--- config.mk ---
export PLATFORM = sky130hd
export DESIGN_NAME = slot_pool
export DESIGN_NICKNAME = d
export VERILOG_FILES = /design/src/rtl/slot_pool_pkg.sv /design/src/rtl/slot_pool_find.sv /design/src/rtl/slot_pool.sv
export SDC_FILE = /design/constraint.sdc
export NUM_CORES = 1
export LEC_CHECK = 0
export CAP_MARGIN = 20
export CORE_ASPECT_RATIO = 0.6
export CORE_UTILIZATION = 40
export DETAILED_ROUTE_END_ITERATION = 16
export PLACE_DENSITY = 0.7
export SETUP_SLACK_MARGIN = 0.3
export SKIP_LAST_GASP = 1
export SYNTH_ARGS = -nofsm -noshare
export SYNTH_HDL_FRONTEND = slang
export SYNTH_HIERARCHICAL = 1
export SYNTH_SLANG_ARGS = --single-unit
--- constraint.sdc ---
create_clock -name clk -period 14.36 [get_ports clk]
set_input_delay 1.436 -clock clk [delete_from_list [all_inputs] [get_ports clk]]
set_output_delay 1.436 -clock clk [all_outputs]
set_load 0.05 [all_outputs]
--- src/rtl/slot_pool_pkg.sv ---
// slot_pool_pkg: shared slot_pool widths, id/count types and one-hot to id conversion
package slot_pool_pkg;
  localparam int W_DEF = 32;
  localparam int IDW_DEF = $clog2(W_DEF);
  typedef logic [IDW_DEF-1:0] id_t;
  typedef logic [IDW_DEF:0] cnt_t;
  function automatic id_t oh2id(input logic [W_DEF-1:0] oh);
    id_t id;
    id = '0;
    for (int i = 0; i < W_DEF; i++) id |= oh[i] ? id_t'(i) : id_t'(0);
    return id;
  endfunction
endpackage

--- src/rtl/slot_pool_find.sv ---
// slot_pool_find: circular first-zero search downward from pos-1, bit pos examined last
module slot_pool_find
  import slot_pool_pkg::*;
#(
  parameter int W = W_DEF,
  localparam int IDW = $clog2(W)
) (
  input  logic [W-1:0]   vec,
  input  logic [IDW-1:0] pos,
  output logic [W-1:0]   oh,
  output logic [IDW-1:0] id,
  output logic           any
);
  logic [W-1:0] r, z, roh;
  logic [W_DEF-1:0] ohx;
  assign r = W'({vec, vec} >> pos);
  assign z = ~r;
  always_comb begin
    roh = '0;
    for (int i = 0; i < W; i++) roh = z[i] ? W'(1) << i : roh;
  end
  assign oh = W'(({roh, roh} << pos) >> W);
  always_comb begin
    ohx = '0;
    ohx[W-1:0] = oh;
  end
  assign id = IDW'(oh2id(ohx));
  assign any = |z;
endmodule

--- src/rtl/slot_pool.sv ---
// slot_pool: circular slot allocator with occupancy/count/status; SLOT_POOL_FREE_BYPASS_EN makes a freed slot grantable the same cycle
module slot_pool
  import slot_pool_pkg::*;
#(
  parameter int W = W_DEF,
  localparam int IDW = $clog2(W)
) (
  input  logic           clk,
  input  logic           arst,
  input  logic           alloc_req_i,
  output logic           alloc_gnt_o,
  output logic [IDW-1:0] alloc_id_o,
  input  logic           free_vld_i,
  input  logic [IDW-1:0] free_id_i,
  output logic [W-1:0]   occ_o,
  output logic [IDW:0]   count_o,
  output logic           full_o,
  output logic           empty_o,
  output logic           free_err_o
);
  typedef logic [IDW:0] cw_t;
  logic [W-1:0] occ, free_oh, search, cand_oh;
  logic [IDW-1:0] ptr, cand_id;
  cw_t count;
  logic legal, any, err;
  assign legal = free_vld_i & occ[free_id_i];
  assign free_oh = W'(legal) << free_id_i;
`ifdef SLOT_POOL_FREE_BYPASS_EN
  assign search = occ & ~free_oh;
`else
  assign search = occ;
`endif
  slot_pool_find #(.W(W)) u_find (
    .vec(search),
    .pos(ptr),
    .oh (cand_oh),
    .id (cand_id),
    .any(any)
  );
  assign alloc_gnt_o = alloc_req_i & any;
  assign alloc_id_o = cand_id;
  always_ff @(posedge clk or posedge arst)
    if (arst) begin
      occ <= '0;
      ptr <= '0;
      count <= '0;
      err <= 1'b0;
    end else begin
      occ <= (occ & ~free_oh) | (alloc_gnt_o ? cand_oh : '0);
      ptr <= alloc_gnt_o ? cand_id : ptr;
      count <= count + cw_t'(alloc_gnt_o) - cw_t'(legal);
      err <= err | (free_vld_i & ~occ[free_id_i]);
    end
  assign occ_o = occ;
  assign count_o = count;
  assign full_o = count == cw_t'(W);
  assign empty_o = count == '0;
  assign free_err_o = err;
endmodule

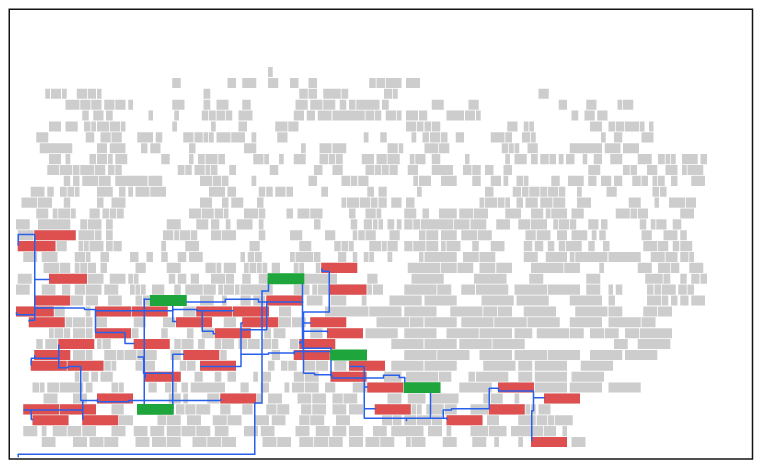
Fig. 1. Clock distribution.
Drawn at 4 px/um.
[red] flip-flops | count: 44
[blue] clock wires | length: 685 um
[green] clock-net drivers | count: 5
routed clock nets	6

==> flow_summary_export.csv <==
group,metric,value,unit
clock_tree,cts_tree,"done",
yosys,synth.most_common_cell,"mux2i_1",
place,hpwl,27000,um
outcome,outcome,"complete, no violations",
route,top_layer,"met4",
run,warning_count,28,
critical_path,path_depth,14,
floorplan,core-area,0.0194,mm2
route,dr.pass1.iters,6,
critical_path,slowest_delay,0.72,ns
clock_tree,hold_buffers,0,
place,place_area,0.00864,mm2
finish,num_antenna_cells,0,
route,avgViaCountPerCell,7.49,
yosys,ys.flops,44,
yosys,yosysCellCount,911,
timing,tns,0,ns
route,postRouteAntennaNets,0,
hold_path,hp-class,"reg2reg",
yosys,async_flop_share,100,%
yosys,yosysTopAreaCell,"mux4_2",
timing,finalClockPeriodUsage,60.4,%
yosys,synth-edff-count,0,
grt,use_met2,41.6,%
clock_tree,cts_buffers,5,
finish,final_area,0.00882,mm2
grt,grt_util_met3,19.7,%
yosys,synth_cells,911,
floorplan,die_area,0.0208,mm2
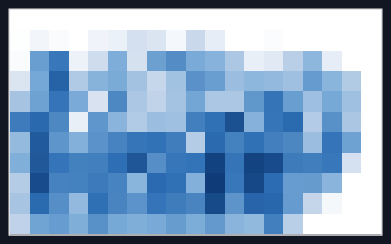
Fig. 2. Placement density heat map.
Drawn at 2 px/um. 19 x 11 tiles, from white (low) to dark blue (high), 0 to 100% covered.
mean over tiles	41%
fullest tile	96%
densest ninth of the die	bottom middle
emptiest ninth of the die	top right
nearly empty tiles	21%

cell type report:
| type | count | area, um2 |
|---|---|---|
| fillers | 1917 | 10600 |
| multi-input cells | 760 | 6430 |
| flip-flops and latches | 44 | 1110 |
| repair buffers | 72 | 682 |
| well taps | 266 | 333 |
| clock buffers | 6 | 139 |
| inverters | 24 | 91.3 |
| clock inverters | 2 | 38.8 |
worst paths after layout:
check / from / end
hold reg to reg: free_err_o$_DFF_PP0_ / free_err_o$_DFF_PP0_
max in group asynchronous: arst / ptr[1]$_DFFE_PP0P_
setup / recovery: ptr[1]$_DFFE_PP0P_ / alloc_id_o[4]
hold / removal: free_err_o$_DFF_PP0_ / free_err_o$_DFF_PP0_
setup reg to reg: ptr[1]$_DFFE_PP0P_ / ptr[4]$_DFFE_PP0P_
min in group asynchronous: arst / occ_o[30]$_DFF_PP0_
cell usage in the layout, fill, tap and decap left out, types with 10 or more instances in the layout:
master	n
buf_4	16
a21o_1	10
a21oi_1	35
nand4_1	26
a211oi_1	14
dfrtp_1	39
nand3_1	42
a22oi_1	21
and2_1	11
nor2_1	55
clkdlybuf4s50_1	55
o21ai_0	35
nand2_1	54
nor4_1	17
mux4_2	67
nor3_1	48
mux2i_1	72
inv_1	17
a22o_1	25
mux2_2	36
metrics by stage:
step	util (%)	setup WS, ns	instances
floorplan	-	8.51	911
global placement	44.5	6.29	1165
detailed placement	44.5	6.25	1165
CTS	45.4	5.90	1173
global route	45.4	5.62	1174
finish	45.4	5.69	1174
